Figure 1. Cell placement (run 1).
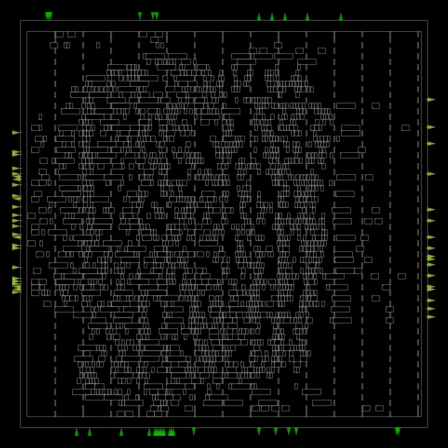
Figure 2. Pin map (run 1).
Pins as bars across the die edge, other pins in grey.
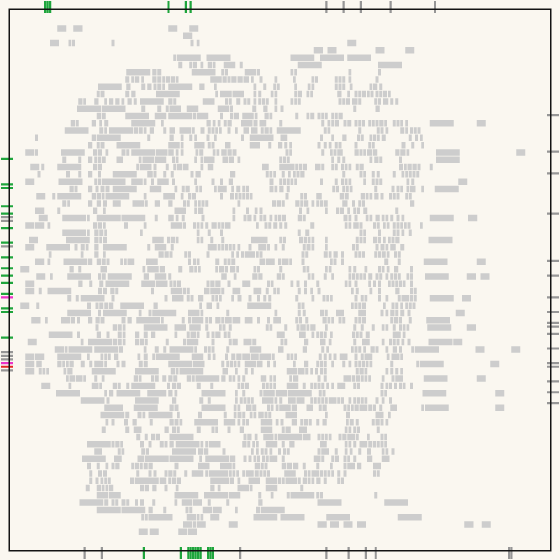
Figure 3. The metal 3 layer (run 1).
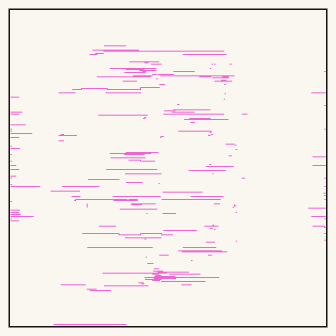
$ cat config.mk
export PLATFORM = sky130hd
export DESIGN_NAME = calc_resp_engine
export DESIGN_NICKNAME = d
export VERILOG_FILES = /design/src/rtl/calc_resp_engine.sv
export SDC_FILE = /design/constraint.sdc
export NUM_CORES = 1
export LEC_CHECK = 0
export ABC_AREA = 1
export CAP_MARGIN = 20
export CORE_MARGIN = 3
export CORE_UTILIZATION = 28
export CTS_CLUSTER_DIAMETER = 50
export DETAILED_ROUTE_END_ITERATION = 8
export RECOVER_POWER = 25
export SETUP_SLACK_MARGIN = 0.15
export SYNTH_ARGS = -nofsm -noshare
export SYNTH_HDL_FRONTEND = slang
export SYNTH_SLANG_ARGS = --single-unit
$ cat constraint.sdc
create_clock -name c_clk -period 4.15 [get_ports c_clk]
set_clock_uncertainty 0.1 [all_clocks]
set_input_delay 1.245 -clock c_clk [delete_from_list [all_inputs] [get_ports c_clk]]
set_output_delay 1.245 -clock c_clk [all_outputs]
set_load 0.005 [all_outputs]
$ cat src/rtl/calc_resp_engine.sv
// ============================================================================
// Module      : calc_resp_engine
// Description : Two-operand command engine (add, subtract, logical shifts)
//               that returns a one-cycle response code and result word.
// Revision    : 1.0 - initial release
// ============================================================================
`timescale 1ns/1ps
`default_nettype none

module calc_resp_engine (
    input  logic        c_clk,
    input  logic        reset_n,
    input  logic [3:0]  req_cmd_in,
    input  logic [31:0] req_data_in,
    output logic [1:0]  out_resp,
    output logic [31:0] out_data,
    output logic        busy
);

    localparam logic [3:0] C_CMD_NOP  = 4'd0;
    localparam logic [3:0] C_CMD_ADD  = 4'd1;
    localparam logic [3:0] C_CMD_SUB  = 4'd2;
    localparam logic [3:0] C_CMD_SHL  = 4'd5;
    localparam logic [3:0] C_CMD_SHR  = 4'd6;

    localparam logic [1:0] C_RESP_NONE = 2'd0;
    localparam logic [1:0] C_RESP_OK   = 2'd1;
    localparam logic [1:0] C_RESP_OVF  = 2'd2;
    localparam logic [1:0] C_RESP_INV  = 2'd3;

    typedef enum logic [1:0] {
        IDLE = 2'd0,
        OP2  = 2'd1,
        EXEC = 2'd2
    } state_t;

    state_t      r_state;
    state_t      w_state_nxt;
    logic [3:0]  r_cmd;
    logic [3:0]  w_cmd_nxt;
    logic [31:0] r_op1;
    logic [31:0] w_op1_nxt;
    logic [31:0] r_op2;
    logic [31:0] w_op2_nxt;
    logic [4:0]  r_cnt;
    logic [4:0]  w_cnt_nxt;
    logic [1:0]  r_resp;
    logic [1:0]  w_resp_nxt;
    logic [31:0] r_data;
    logic [31:0] w_data_nxt;

    logic [32:0] w_sum;
    logic [31:0] w_diff;
    logic        w_borrow;
    logic        w_big_shift;
    logic        w_done;

    assign w_sum       = {1'b0, r_op1} + {1'b0, r_op2};
    assign w_diff      = r_op1 - r_op2;
    assign w_borrow    = (r_op1 < r_op2);
    assign w_big_shift = |r_op2[31:5];

    always_ff @(posedge c_clk or negedge reset_n) begin
        if (!reset_n) begin
            r_state <= IDLE;
            r_cmd   <= C_CMD_NOP;
            r_op1   <= 32'd0;
            r_op2   <= 32'd0;
            r_cnt   <= 5'd0;
            r_resp  <= C_RESP_NONE;
            r_data  <= 32'd0;
        end else begin
            r_state <= w_state_nxt;
            r_cmd   <= w_cmd_nxt;
            r_op1   <= w_op1_nxt;
            r_op2   <= w_op2_nxt;
            r_cnt   <= w_cnt_nxt;
            r_resp  <= w_resp_nxt;
            r_data  <= w_data_nxt;
        end
    end

    // Response registers default to zero so every result lasts exactly one cycle.
    always_comb begin
        w_state_nxt = r_state;
        w_cmd_nxt   = r_cmd;
        w_op1_nxt   = r_op1;
        w_op2_nxt   = r_op2;
        w_cnt_nxt   = r_cnt;
        w_resp_nxt  = C_RESP_NONE;
        w_data_nxt  = 32'd0;
        w_done      = 1'b0;

        case (r_state)
            IDLE: begin
                if (req_cmd_in != C_CMD_NOP) begin
                    w_cmd_nxt   = req_cmd_in;
                    w_op1_nxt   = req_data_in;
                    w_state_nxt = OP2;
                end
            end
            OP2: begin
                w_op2_nxt   = req_data_in;
                w_cnt_nxt   = req_data_in[4:0];
                w_state_nxt = EXEC;
            end
            EXEC: begin
                w_done = 1'b1;
                case (r_cmd)
                    C_CMD_ADD: begin
                        if (w_sum[32]) begin
                            w_resp_nxt = C_RESP_OVF;
                        end else begin
                            w_resp_nxt = C_RESP_OK;
                            w_data_nxt = w_sum[31:0];
                        end
                    end
                    C_CMD_SUB: begin
                        if (w_borrow) begin
                            w_resp_nxt = C_RESP_OVF;
                        end else begin
                            w_resp_nxt = C_RESP_OK;
                            w_data_nxt = w_diff;
                        end
                    end
                    C_CMD_SHL, C_CMD_SHR: begin
                        // op1 doubles as the shift accumulator, one bit per cycle.
                        if (w_big_shift) begin
                            w_resp_nxt = C_RESP_OK;
                        end else if (r_cnt != 5'd0) begin
                            w_done    = 1'b0;
                            w_cnt_nxt = r_cnt - 5'd1;
                            w_op1_nxt = (r_cmd == C_CMD_SHL) ? {r_op1[30:0], 1'b0}
                                                             : {1'b0, r_op1[31:1]};
                        end else begin
                            w_resp_nxt = C_RESP_OK;
                            w_data_nxt = r_op1;
                        end
                    end
                    default: begin
                        w_resp_nxt = C_RESP_INV;
                    end
                endcase
                if (w_done) begin
                    w_state_nxt = IDLE;
                end
            end
            default: begin
                w_state_nxt = IDLE;
            end
        endcase
    end

    assign out_resp = r_resp;
    assign out_data = r_data;
    assign busy     = (r_state != IDLE);

endmodule

`default_nettype wire

==> datasheet_impl.txt, run 1 <==
Summary of implementation characteristics

Parameter                              Value

Final timing
  Maximum operating frequency .................. 330 MHz
  RSZ-0062 raised after global routing .................. no

Power and ir drop
  Sequential cell power .................. 0.00193 W
  Maximum resistive drop on vdd .................. 317 uV
  Clk. pwr .................. 0.000918 W
  Leakage component of the power .................. 6.51 nW
  Internal Pwr Total .................. 0.00436 W

Clock network
  Clock sink count .................. 109
  Buffers from clock root to sink, at most .................. 2
  TritonCTS Buffers .................. 9
  Clock tree from TritonCTS .................. yes

Finish
  Utilization after layout .................. 0.324
  Tally of clock buffers in the finished layout .................. 9
  Layout area overhead .................. 12.5%
  Diodes inserted .................. 1

Place
  Placement Setup Slack .................. 0.887 ns

Floorplan
  Fraction of the core area occupied by cells at floorplan .................. 0.288

Synth
  Number of cell instances after yosys synthesis .................. 1782
  Proportion of netlist area held by the largest area contributor .................. 0.255
  Cells taking the most area after synthesis .................. dfrtp_1 26%, nand2_1 20%, inv_1 12%, ha_1 7.8%, o21ai_0 7.1%
  Post-synth regs .................. 109

Critical path
  Worst path arrival time .................. 3.15 ns
  Crit end category .................. register
  Delay of the slowest cell on the worst path .................. 0.52 ns
  Kind of cell adding the most delay to the critical path .................. simple AND/OR/NAND/NOR gates
  Critical path type .................. reg2reg

Run status
  Result of the run .................. complete, no violations

Hold path
  Worst hold path endpoint .................. r_op2[6]

Routing
  Tally of nets with antenna violations remaining after routing .................. 0
  1st-pass router iterations .................. 5
Notes on Figure 1 above:
standard-cell rows: 70
sequential cell area share: 0.227
number of tapcells: 504
flop count: 109
area of the core region: 0.0371 mm^2

Notes on Figure 2 above:
[red] `busy` | pins: 1 | direction: output | edge: west
[green] `req_data_in` | pins: 32 | direction: input | edge: 15 west, 11 south, 6 north
[magenta] `out_resp` | pins: 2 | direction: output | edge: west
all pins by edge: 25 west, 20 south, 17 east, 11 north
die height: 201 um
port buffer count: 72

Notes on Figure 3 above:
wire length on this layer: 2030 um
share of all routed wire: 5.5%
nets with wire on the layer: 148
longest straight run: 76.8 um
met3 layer usage reported by global route: 0.0194
via count of the routed design: 10800
routed wire length: 36500 um

run 1: routing by layer:
metal | vias to the layer above | GRT usage | wire, um
li1 | 5514 | - | -
met1 | 4983 | 0.268 | 18100
met2 | 306 | 0.280 | 15800
met3 | 29 | 0.0194 | 2030
met4 | 0 | 0.0411 | 624
met5 | - | 0 | 0
run 1: worst reg2reg max path: cells and delay by family, from the launching register on:
family                   cells  cell delay [ns]
adder cells (fa/ha/maj)      1             0.52
AND/OR/NAND/NOR             12             1.63
buffers and inverters        1             0.15
flip-flops                   1             0.45
run 1: cell families after synthesis:
kind of cell,after synthesis,synth area share
muxes,1,0.00105
buffers and inverters,410,0.161
DFF,109,0.255
and+or+nand+nor,917,0.356
adders and majority gates,69,0.0822
xor gates and xnor gates,31,0.0254
AOI/OAI and AO/OA,245,0.119
Figure 4. Local utilization (run 1).
The die is cut into 20 by 20 equal tiles; white is low, dark blue is high, 0 to 100% covered.
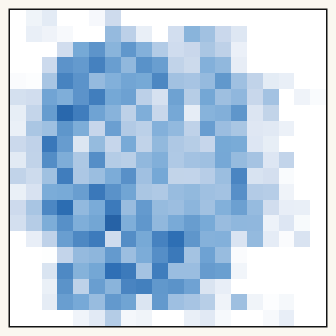

==> run 1 -> run 2 <==
Clock period 4.15 ns to 2.75 ns, I/O delays scaled along.
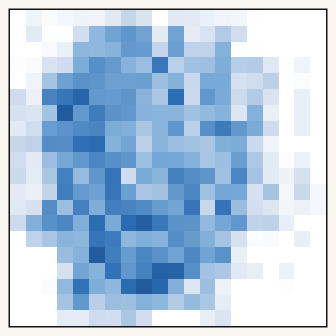
Figure 5: run 2, local utilization.
The die is cut into 20 by 20 equal tiles; white is low, dark blue is high, 0 to 100% covered.
fullest tile: 83%
nearly empty tiles: 23%
tiles over 75% full: 3.3%
mean over tiles: 31%

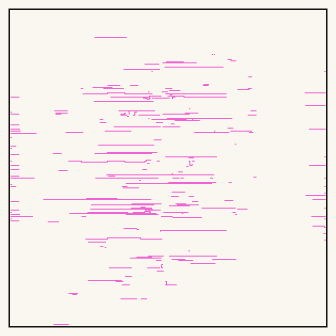
Figure 6: run 2, the metal 3 layer.
nets with wire on the layer: 154
longest straight run: 68.5 um

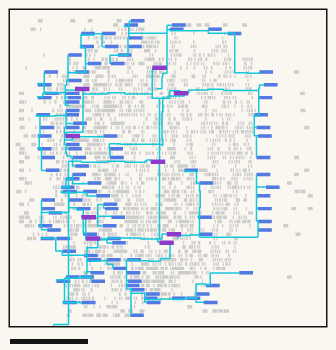
Figure 7: run 2, clock wires, drivers and flops.
Bar = 50 um.
[blue] flip-flops | count: 109
[cyan] clock wires | length: 1870 um
[purple] clock drivers | count: 9
routed clock nets: 10

==> datasheet_impl.txt, run 2 <==
Summary of implementation characteristics

Parameter                              Value

Run status
  Result of the run .................. finished, violations left
  Violations in the final reports .................. max-capacitance violations, max-slew violations

Final timing
  Final Max Tran Viols .................. 110
  Maximum operating frequency .................. 398 MHz (+21%)

GRT
  Most congested layer reported by global routing .................. met2
  Met3 layer usage reported by global route .................. 0.0201 (+0.000647)
  Met1 Usage GRT .................. 0.279 (+0.0106)

Floorplan
  Die height .................. 201 um (unchanged)
  Standard-cell rows .................. 70 (unchanged)

Synth
  Post-synthesis share of cell area spent on full adders, half adders and majority gates .................. 0.0822 (unchanged)
  Number of cell instances after yosys synthesis .................. 1782 (unchanged)
  Cells taking the most area after synthesis .................. dfrtp_1 26%, nand2_1 20%, inv_1 12%, ha_1 7.8%, o21ai_0 7.1%

Critical path
  Delay of the slowest cell on the worst path .................. 0.46 ns (-0.06 ns)

Power and ir drop
  Leakage component of the power .................. 7.02 nW (+7.8%)
  Maximum resistive drop on vdd .................. 434 uV (+37%)

Flow run
  Count of max-cap constraint violations .................. 1

Routing
  Tally of nets with antenna violations remaining after routing .................. 0 (unchanged)
  Top layer in use .................. met4
  1st-pass router iterations .................. 6 (+1)

Finish
  Utilization after layout .................. 0.356 (+0.0327)
  Diodes inserted .................. 0 (-1)

Place
  Placement Setup Slack .................. 0.120 ns (-0.768 ns)

Clock network
  Clock sink count .................. 109 (unchanged)
## run 2: kinds of logic after synthesis
group,count (synthesis)
buf+inv,410
compound gates,245
simple gates,917
mux,1
fa+ha+maj,69
flops,109
xor+xnor,31
## run 2: cell type report
type | count | area (um^2) | share of cell area
flip-flops and latches | 109 | 2730 | 0.206
repair buffers | 172 | 1580 | 0.120
clock inverters | 7 | 131 | 0.00993
well taps | 504 | 631 | 0.0477
multi-input cells | 1264 | 6630 | 0.501
inverters | 343 | 1300 | 0.0982
clock buffers | 9 | 225 | 0.0170
repair inverters | 1 | 8.76 | 0.000662
## run 2: where the power goes
group          internal, W  leakage, nW  total (W)  switching [W]
Sequential         0.00220         1.39    0.00275       0.000549
Clock             0.000909        0.175    0.00162       0.000710
Combinational      0.00532         5.45     0.0147        0.00938
Total              0.00844         7.02     0.0191         0.0106
Figure 8. Cell placement (run 2).
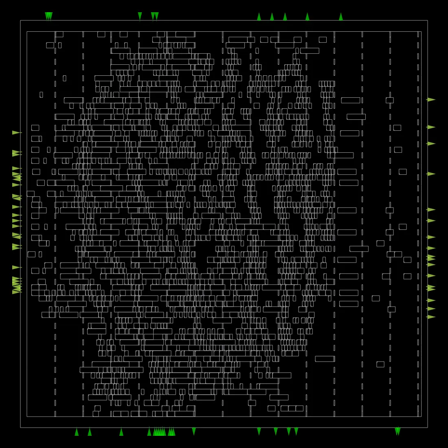

==> run 2 -> run 3 <==
Clock period 2.75 ns to 2.78 ns, I/O delays scaled along.
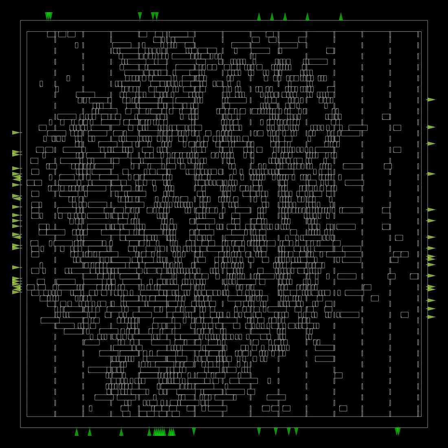
Figure 9: run 3, cell placement.
utilization after layout: 0.352
sequential cell area share: 0.209
number of standard cells in the layout, taps in and fillers out: 2403
total of fill cells in the finished design: 4100

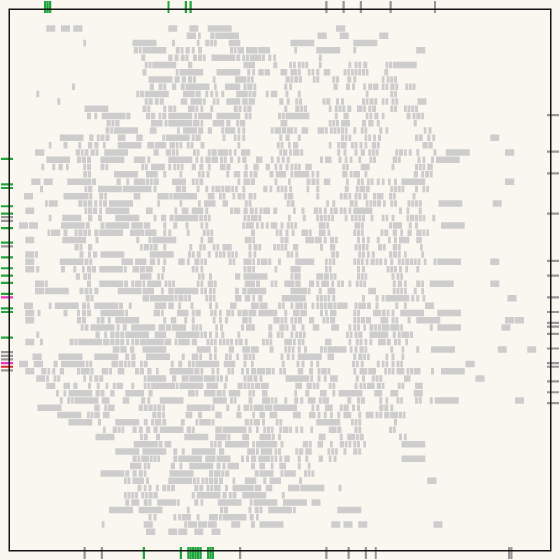
Figure 10: run 3, pin map.
Pins as bars across the die edge, other pins in grey.
[magenta] `out_resp` | pins: 2 | direction: output | edge: west
[green] `req_data_in` | pins: 32 | direction: input | edge: 15 west, 11 south, 6 north
[red] `busy` | pins: 1 | direction: output | edge: west

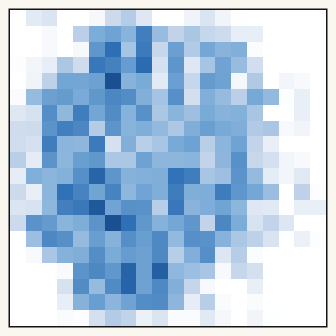
Figure 11: run 3, local utilization.
The die is cut into 20 by 20 equal tiles; white is low, dark blue is high, 0 to 100% covered.
fullest tile: 87%
tiles over 75% full: 2.0%
mean over tiles: 31%
nearly empty tiles: 23%
fraction of the core area occupied by cells at floorplan: 0.288

==> datasheet_impl.txt, run 3 <==
Summary of implementation characteristics

Parameter                              Value

Run status
  Result of the run .................. finished, violations left
  Violations in the final reports .................. max-capacitance violations, max-slew violations

Power and ir drop
  Share of total power in the clock network .................. 0.079 (-0.006)
  Clk. pwr .................. 0.00145 W (-10%)
  Maximum resistive drop on vdd .................. 448 uV (+3.1%)
  Proportion of power drawn by flip-flops and latches .................. 0.147 (+0.003)
  Leakage component of the power .................. 6.97 nW (-0.73%)
  Gate power share .................. 0.774 (+0.003)
  Switching portion of total power .................. 0.569 (+0.0108)

Finish
  Area occupied by registers .................. 0.00273 mm^2 (unchanged)
  Multi-input combinational cell count .................. 1263 (-0.079%)
  Logic area .................. 0.00652 mm^2 (-1.6%)
  Tally of clock buffers in the finished layout .................. 9 (unchanged)

Synth
  Cells taking the most area after synthesis .................. dfrtp_1 26%, nand2_1 20%, inv_1 12%, ha_1 7.8%, o21ai_0 7.1%

Routing
  Tally of nets with antenna violations remaining after routing .................. 0 (unchanged)

Clock network
  Clock sink count .................. 109 (unchanged)

Floorplan
  Standard-cell rows .................. 70 (unchanged)
  Die height .................. 201 um (unchanged)

Final timing
  Final Max Tran Viols .................. 23 (-79%)
  Maximum operating frequency .................. 396 MHz (-0.54%)

Flow run
  Count of max-cap constraint violations .................. 1 (unchanged)
-- run 3: layer usage --
layer	GRT usage	vias to the layer above	wire [um]
met5	0	-	0
met4	0.0593	0	949
met3	0.0176	42	2300
met2	0.289	367	16800
met1	0.280	5196	19200
li1	-	5672	-
-- run 3: path summary, 6_finish.rpt --
path,startpoint,end,slack [ns],cells past startpoint
worst max-delay path,r_op1[23],out_data[30],0.26,13
worst min-delay path,r_op2[21],r_op2[21],0.41,2
worst max register to register,r_op1[23],out_data[30],0.26,13
worst min register to register,r_op2[21],r_op2[21],0.41,2
max in group asynchronous,reset_n,out_data[16],0.86,2
min in group asynchronous,reset_n,r_cnt[3],0.75,1
No activity file was given, so power comes from the tool's default toggle rates.
